===== src/rtl/i2c_accel_poller_pkg.sv =====
// Shared types and helpers for the accelerometer poller and its transaction issuer.
// Holds FSM encodings, transaction lengths, axis register addressing and a saturating counter.
package i2c_accel_poller_pkg;

   typedef enum logic [2:0] {
      S_INIT,
      S_INIT_WAIT,
      S_WAIT,
      S_PTR,
      S_RD,
      S_OUT,
      S_ABORT
   } state_t;

   typedef enum logic [1:0] {
      T_IDLE,
      T_REQ,
      T_RUN,
      T_DONE
   } txn_state_t;

   localparam logic [1:0] LEN_1     = 2'd1;
   localparam logic [1:0] LEN_2     = 2'd2;
   localparam logic [1:0] LAST_AXIS = 2'd2;

   // Axis registers are two bytes apart: X at base, Y at base+2, Z at base+4.
   function automatic logic [7:0] axis_reg(input logic [7:0] base, input logic [1:0] axis);
      return base + {5'd0, axis, 1'b0};
   endfunction

   function automatic logic [7:0] sat_inc8(input logic [7:0] v);
      return (v == 8'hFF) ? v : v + 8'd1;
   endfunction

endpackage


===== src/rtl/i2c_accel_poller_if.sv =====
// Command port toward the I2C master plus the 48-bit sample stream toward the consumer.
// The poller uses the master modport; the master/consumer side uses the slave modport.
interface i2c_accel_poller_if;
   logic        m_start;
   logic        m_rw;
   logic [6:0]  m_slave_addr;
   logic [15:0] m_w_data;
   logic [1:0]  m_data_len;
   logic [15:0] m_r_data;
   logic        m_busy;
   logic        m_ack_error;
   logic        m_done;
   logic [47:0] sample_data;
   logic        sample_valid;
   logic        sample_ready;

   modport master (
      output m_start, m_rw, m_slave_addr, m_w_data, m_data_len, sample_data, sample_valid,
      input  m_r_data, m_busy, m_ack_error, m_done, sample_ready
   );

   modport slave (
      input  m_start, m_rw, m_slave_addr, m_w_data, m_data_len, sample_data, sample_valid,
      output m_r_data, m_busy, m_ack_error, m_done, sample_ready
   );
endinterface


===== src/rtl/i2c_accel_poller_txn_issuer.sv =====
// Runs one master transaction per request: start/busy handshake, done-edge detect, timeout.
// Result pulses appear 2 cycles after the done edge; a new request is not taken until busy is low.
module i2c_accel_poller_txn_issuer
   import i2c_accel_poller_pkg::*;
#(
   parameter int TIMEOUT = 100_000
) (
   input  logic        clk,
   input  logic        reset_n,
   input  logic        i_req,
   input  logic        i_rw,
   input  logic [15:0] i_w_data,
   input  logic [1:0]  i_len,
   input  logic        i_busy,
   input  logic        i_done,
   input  logic        i_ack_error,
   input  logic [15:0] i_r_data,
   output logic        o_start,
   output logic        o_rw,
   output logic [15:0] o_w_data,
   output logic [1:0]  o_len,
   output logic        o_ok,
   output logic        o_nack,
   output logic        o_timeout,
   output logic [15:0] o_r_data
);

   localparam int TW = $clog2(TIMEOUT) + 1;

   txn_state_t  r_st, w_nxt;
   logic          r_done_q, r_done_qq;
   logic [TW-1:0] r_tcnt;
   logic          r_start, r_rw, r_ok, r_nack, r_tmo;
   logic [15:0]   r_w_data, r_r_data;
   logic [1:0]    r_len;
   logic          w_done_edge, w_expired, w_ok, w_nack, w_tmo;

   assign w_done_edge = r_done_q & ~r_done_qq;
   assign w_expired   = (r_tcnt == TW'(TIMEOUT - 1));

   always_comb begin
      w_nxt  = r_st;
      w_ok   = 1'b0;
      w_nack = 1'b0;
      w_tmo  = 1'b0;
      case (r_st)
         T_IDLE: if (i_req && !i_busy) w_nxt = T_REQ;
         T_REQ, T_RUN: begin
            if (w_done_edge) begin
               w_nxt  = T_DONE;
               w_ok   = !i_ack_error;
               w_nack = i_ack_error;
            end else if (w_expired) begin
               w_nxt = T_DONE;
               w_tmo = 1'b1;
            end else if (r_st == T_REQ && i_busy) begin
               w_nxt = T_RUN;
            end
         end
         T_DONE:  w_nxt = T_IDLE;
         default: w_nxt = T_IDLE;
      endcase
   end

   always_ff @(posedge clk or negedge reset_n) begin
      if (!reset_n) r_st <= T_IDLE;
      else          r_st <= w_nxt;
   end

   always_ff @(posedge clk or negedge reset_n) begin
      if (!reset_n) begin
         r_done_q  <= 1'b0;
         r_done_qq <= 1'b0;
         r_tcnt    <= '0;
         r_start   <= 1'b0;
         r_rw      <= 1'b0;
         r_w_data  <= '0;
         r_len     <= '0;
         r_ok      <= 1'b0;
         r_nack    <= 1'b0;
         r_tmo     <= 1'b0;
         r_r_data  <= '0;
      end else begin
         r_done_q  <= i_done;
         r_done_qq <= r_done_q;
         r_start   <= (w_nxt == T_REQ);
         r_ok      <= w_ok;
         r_nack    <= w_nack;
         r_tmo     <= w_tmo;
         // Command fields are latched at start rise and held until the next request.
         if (r_st == T_IDLE && w_nxt == T_REQ) begin
            r_rw     <= i_rw;
            r_w_data <= i_w_data;
            r_len    <= i_len;
            r_tcnt   <= '0;
         end else if (r_st == T_REQ || r_st == T_RUN) begin
            r_tcnt <= r_tcnt + 1'b1;
         end
         if (w_ok || w_nack) r_r_data <= i_r_data;
      end
   end

   assign o_start   = r_start;
   assign o_rw      = r_rw;
   assign o_w_data  = r_w_data;
   assign o_len     = r_len;
   assign o_ok      = r_ok;
   assign o_nack    = r_nack;
   assign o_timeout = r_tmo;
   assign o_r_data  = r_r_data;

endmodule


===== src/rtl/i2c_accel_poller.sv =====
// Sequences the I2C master: one config write after reset, then an X/Y/Z burst every SAMPLE_PERIOD.
// One 48-bit sample per period on valid/ready; an unconsumed sample blocks the new one and pulses overrun.
module i2c_accel_poller
   import i2c_accel_poller_pkg::*;
#(
   parameter logic [6:0] SLAVE_ADDR    = 7'h53,
   parameter logic [7:0] INIT_REG      = 8'h2D,
   parameter logic [7:0] INIT_VAL      = 8'h08,
   parameter logic [7:0] DATA_REG      = 8'h32,
   parameter int         SAMPLE_PERIOD = 1_000_000,
   parameter int         TIMEOUT       = 100_000,
   parameter bit         BYTE_SWAP     = 1'b1
) (
   input  logic               clk,
   input  logic               reset_n,
   input  logic               enable,
   i2c_accel_poller_if.master bus,
   output logic               init_done,
   output logic               overrun,
   output logic [7:0]         err_cnt
);

   localparam int PW = $clog2(SAMPLE_PERIOD);

   state_t        r_state, w_next;
   logic [PW-1:0] r_period;
   logic          r_tick, r_init_done, r_overrun, r_valid;
   logic [1:0]    r_axis;
   logic [47:0]   r_acc, r_sample;
   logic [7:0]    r_err;

   logic        w_req, w_rw, w_take;
   logic [15:0] w_wdata, w_rdata, w_word;
   logic [1:0]  w_len;
   logic        w_ok, w_nack, w_tmo;
   logic        w_start, w_cmd_rw;
   logic [15:0] w_cmd_wdata;
   logic [1:0]  w_cmd_len;

   i2c_accel_poller_txn_issuer #(.TIMEOUT(TIMEOUT)) u_issuer (
      .clk        (clk),
      .reset_n    (reset_n),
      .i_req      (w_req),
      .i_rw       (w_rw),
      .i_w_data   (w_wdata),
      .i_len      (w_len),
      .i_busy     (bus.m_busy),
      .i_done     (bus.m_done),
      .i_ack_error(bus.m_ack_error),
      .i_r_data   (bus.m_r_data),
      .o_start    (w_start),
      .o_rw       (w_cmd_rw),
      .o_w_data   (w_cmd_wdata),
      .o_len      (w_cmd_len),
      .o_ok       (w_ok),
      .o_nack     (w_nack),
      .o_timeout  (w_tmo),
      .o_r_data   (w_rdata)
   );

   always_comb begin
      w_next  = r_state;
      w_req   = 1'b0;
      w_rw    = 1'b0;
      w_wdata = '0;
      w_len   = LEN_1;
      case (r_state)
         S_INIT: begin
            w_req   = 1'b1;
            w_len   = LEN_2;
            w_wdata = {INIT_REG, INIT_VAL};
            if (w_ok)                w_next = S_WAIT;
            else if (w_nack || w_tmo) w_next = S_INIT_WAIT;
         end
         S_INIT_WAIT: if (r_tick) w_next = S_INIT;
         S_WAIT:      if (r_tick && enable && r_init_done) w_next = S_PTR;
         S_PTR: begin
            w_req   = 1'b1;
            w_wdata = {8'h00, axis_reg(DATA_REG, r_axis)};
            if (w_ok)                w_next = S_RD;
            else if (w_nack || w_tmo) w_next = S_ABORT;
         end
         S_RD: begin
            // The master NACKs the final read byte itself, so a read NACK still carries data.
            w_req = 1'b1;
            w_rw  = 1'b1;
            w_len = LEN_2;
            if (w_ok || w_nack) w_next = (r_axis == LAST_AXIS) ? S_OUT : S_PTR;
            else if (w_tmo)     w_next = S_ABORT;
         end
         S_OUT:   w_next = S_WAIT;
         S_ABORT: w_next = S_WAIT;
         default: w_next = S_INIT;
      endcase
   end

   always_ff @(posedge clk or negedge reset_n) begin
      if (!reset_n) r_state <= S_INIT;
      else          r_state <= w_next;
   end

   assign w_take = (r_state == S_WAIT && w_next == S_PTR) ||
                   (r_state == S_INIT_WAIT && w_next == S_INIT);
   assign w_word = BYTE_SWAP ? {w_rdata[7:0], w_rdata[15:8]} : w_rdata;

   always_ff @(posedge clk or negedge reset_n) begin
      if (!reset_n) begin
         r_period    <= PW'(SAMPLE_PERIOD - 1);
         r_tick      <= 1'b0;
         r_init_done <= 1'b0;
         r_overrun   <= 1'b0;
         r_valid     <= 1'b0;
         r_axis      <= '0;
         r_acc       <= '0;
         r_sample    <= '0;
         r_err       <= '0;
      end else begin
         r_overrun <= 1'b0;
         r_period  <= (r_period == '0) ? PW'(SAMPLE_PERIOD - 1) : r_period - 1'b1;
         // Only one tick is remembered; a wrap while one is pending is lost.
         if (r_period == '0) r_tick <= 1'b1;
         else if (w_take)    r_tick <= 1'b0;
         if (r_state == S_INIT && w_ok) r_init_done <= 1'b1;
         if ((r_state == S_INIT && (w_nack || w_tmo)) || r_state == S_ABORT)
            r_err <= sat_inc8(r_err);
         if (r_state == S_WAIT && w_next == S_PTR) r_axis <= '0;
         if (r_state == S_RD && (w_ok || w_nack)) begin
            r_axis <= r_axis + 2'd1;
            case (r_axis)
               2'd0:    r_acc[15:0]  <= w_word;
               2'd1:    r_acc[31:16] <= w_word;
               default: r_acc[47:32] <= w_word;
            endcase
         end
         if (r_state == S_OUT && !(r_valid && !bus.sample_ready)) begin
            r_sample <= r_acc;
            r_valid  <= 1'b1;
         end else begin
            if (r_state == S_OUT)              r_overrun <= 1'b1;
            if (r_valid && bus.sample_ready)   r_valid   <= 1'b0;
         end
      end
   end

   assign bus.m_start      = w_start;
   assign bus.m_rw         = w_cmd_rw;
   assign bus.m_slave_addr = SLAVE_ADDR;
   assign bus.m_w_data     = w_cmd_wdata;
   assign bus.m_data_len   = w_cmd_len;
   assign bus.sample_data  = r_sample;
   assign bus.sample_valid = r_valid;
   assign init_done        = r_init_done;
   assign overrun          = r_overrun;
   assign err_cnt          = r_err;

endmodule


===== src/flat_wrapper.sv =====
// flat-port wrapper written by rule: the top's interface ports become plain ports
module i2c_accel_poller_flat import i2c_accel_poller_pkg::*;
#(
   parameter logic [6:0] SLAVE_ADDR    = 7'h53,
   parameter logic [7:0] INIT_REG      = 8'h2D,
   parameter logic [7:0] INIT_VAL      = 8'h08,
   parameter logic [7:0] DATA_REG      = 8'h32,
   parameter int         SAMPLE_PERIOD = 1_000_000,
   parameter int         TIMEOUT       = 100_000,
   parameter bit         BYTE_SWAP     = 1'b1
)
  (clk, reset_n, enable, init_done, overrun, err_cnt, bus_m_start, bus_m_rw, bus_m_slave_addr, bus_m_w_data, bus_m_data_len, bus_sample_data, bus_sample_valid, bus_m_r_data, bus_m_busy, bus_m_ack_error, bus_m_done, bus_sample_ready);
  i2c_accel_poller_if bus_i ();
  input  logic clk;
  input  logic reset_n;
  input  logic enable;
  output logic init_done;
  output logic overrun;
  output logic [7:0] err_cnt;
  output wire logic [$bits(bus_i.m_start)-1:0] bus_m_start;
  output wire logic [$bits(bus_i.m_rw)-1:0] bus_m_rw;
  output wire logic [$bits(bus_i.m_slave_addr)-1:0] bus_m_slave_addr;
  output wire logic [$bits(bus_i.m_w_data)-1:0] bus_m_w_data;
  output wire logic [$bits(bus_i.m_data_len)-1:0] bus_m_data_len;
  output wire logic [$bits(bus_i.sample_data)-1:0] bus_sample_data;
  output wire logic [$bits(bus_i.sample_valid)-1:0] bus_sample_valid;
  input wire logic [$bits(bus_i.m_r_data)-1:0] bus_m_r_data;
  input wire logic [$bits(bus_i.m_busy)-1:0] bus_m_busy;
  input wire logic [$bits(bus_i.m_ack_error)-1:0] bus_m_ack_error;
  input wire logic [$bits(bus_i.m_done)-1:0] bus_m_done;
  input wire logic [$bits(bus_i.sample_ready)-1:0] bus_sample_ready;
  assign bus_m_start = bus_i.m_start;
  assign bus_m_rw = bus_i.m_rw;
  assign bus_m_slave_addr = bus_i.m_slave_addr;
  assign bus_m_w_data = bus_i.m_w_data;
  assign bus_m_data_len = bus_i.m_data_len;
  assign bus_sample_data = bus_i.sample_data;
  assign bus_sample_valid = bus_i.sample_valid;
  assign bus_i.m_r_data = bus_m_r_data;
  assign bus_i.m_busy = bus_m_busy;
  assign bus_i.m_ack_error = bus_m_ack_error;
  assign bus_i.m_done = bus_m_done;
  assign bus_i.sample_ready = bus_sample_ready;
  i2c_accel_poller #(.SLAVE_ADDR(SLAVE_ADDR), .INIT_REG(INIT_REG), .INIT_VAL(INIT_VAL), .DATA_REG(DATA_REG), .SAMPLE_PERIOD(SAMPLE_PERIOD), .TIMEOUT(TIMEOUT), .BYTE_SWAP(BYTE_SWAP)) u_core (.clk(clk), .reset_n(reset_n), .enable(enable), .bus(bus_i), .init_done(init_done), .overrun(overrun), .err_cnt(err_cnt));
endmodule

===== config.mk =====
export PLATFORM = sky130hd
export DESIGN_NAME = i2c_accel_poller_flat
export DESIGN_NICKNAME = d
export VERILOG_FILES = /design/src/rtl/i2c_accel_poller_pkg.sv /design/src/rtl/i2c_accel_poller_if.sv /design/src/rtl/i2c_accel_poller_txn_issuer.sv /design/src/rtl/i2c_accel_poller.sv /design/src/flat_wrapper.sv
export SDC_FILE = /design/constraint.sdc
export NUM_CORES = 1
export LEC_CHECK = 0
export CAP_MARGIN = 10
export CELL_PAD_IN_SITES_DETAIL_PLACEMENT = 1
export CELL_PAD_IN_SITES_GLOBAL_PLACEMENT = 1
export CORE_MARGIN = 5
export CORE_UTILIZATION = 48
export CTS_CLUSTER_DIAMETER = 200
export DETAILED_ROUTE_END_ITERATION = 10
export PLACE_DENSITY = 0.95
export REMOVE_ABC_BUFFERS = 1
export SYNTH_ARGS = -nofsm -noshare
export SYNTH_HDL_FRONTEND = slang
export SYNTH_SLANG_ARGS = --single-unit
export TNS_END_PERCENT = 1

===== constraint.sdc =====
create_clock -name clk -period 4.2 [get_ports clk]
set_clock_uncertainty 0.05 [all_clocks]
set_input_delay 0.84 -clock clk [delete_from_list [all_inputs] [get_ports clk]]
set_output_delay 0.84 -clock clk [all_outputs]
set_load 0.02 [all_outputs]

Fig. 1: met1 routing
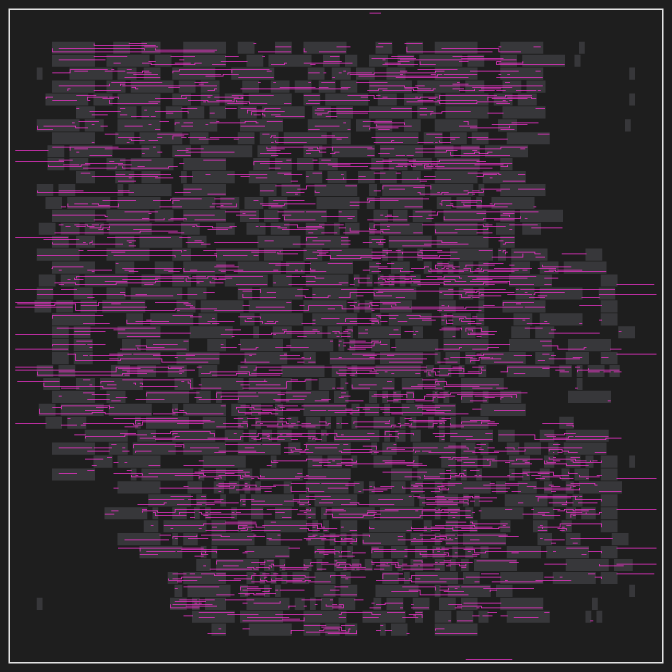
- wire length on this layer: 8120 um
- share of all routed wire: 39%
- main direction: horizontal
- longest straight run: 52.9 um
- nets with wire on the layer: 661

Fig. 2: the metal 2 layer
The bar under the picture is 50 um long.
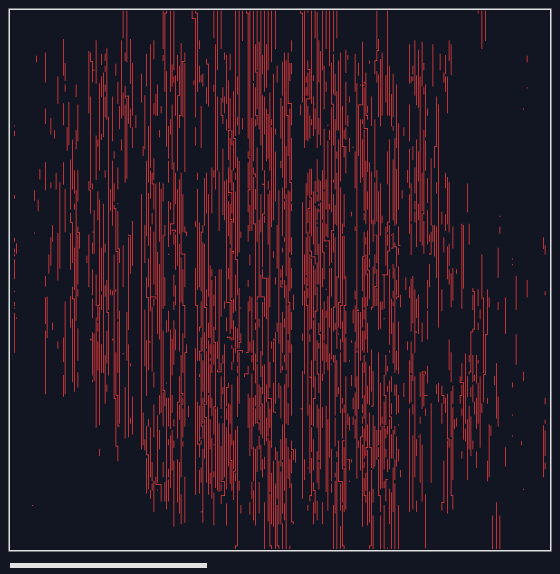
- longest straight run: 67.3 um
- nets with wire on the layer: 689
- share of all routed wire: 55%
- main direction: vertical
- wire length on this layer: 11200 um

==> flow_metrics.env <==
# flow metrics
export IMPL_grt_pass1_wl_um=33100
export IMPL_clock_sinks=183
export IMPL_dp_cells=887
export IMPL_startpoint="u_core.u_issuer.r_st[1]"
export IMPL_r2r_slack_ns=1.71
export IMPL_final_common_cell="dfrtp_1"
export IMPL_ys_seq_share=0.592
export IMPL_grt_setup_unrepaired="false"
export IMPL_ys_sh_xor=0.0418
export IMPL_use_met3=0.0412
export IMPL_numCtsBuffers=17
export IMPL_openroad_warnings=30
export IMPL_top_layer="met4"
export IMPL_whs_path_depth=0
export IMPL_met2_usage=0.425
export IMPL_hold_end="u_core.u_issuer.r_done_qq"
export IMPL_nNetsFinal=723
export IMPL_drc=0
export IMPL_status="completed"
export IMPL_fin_total_pwr_mw=4.69
export IMPL_place_ws_ns=1.45
export IMPL_syn_area_mm2=0.00776
export IMPL_min_period_ns=2.49
critical path, stage by stage, from the launching register on:
cell and delay [ns]:
dfrtp_1 0.41, inv_1 0.09, ha_1 0.53, nand4_1 0.35
nor3_1 0.48, nand4_1 0.19, xor2_1 0.19, nor2_1 0.06
cell usage after synthesis (6+ instances only):
master    count
xor2_1       22
xnor2_1      15
nand2_1      42
nor2_1       47
nand3_1      13
inv_1         9
clkbuf_1      8
o21ai_0       9
a21oi_1       9
dfstp_2      12
dfrtp_1     171
nand4_1      10
o31ai_1       6
mux2_2      114
ha_1         10
buf_2         8
buf_4        18
and3_1        6
report_power, final:
group / switching [mW] / internal, mW / leakage, nW / total, mW
Sequential: 0.203 / 1.94 / 2.45 / 2.15
Clock: 0.694 / 1.01 / 0.296 / 1.71
Combinational: 0.486 / 0.348 / 1.68 / 0.835
Power is estimated from default activity; no workload was simulated.
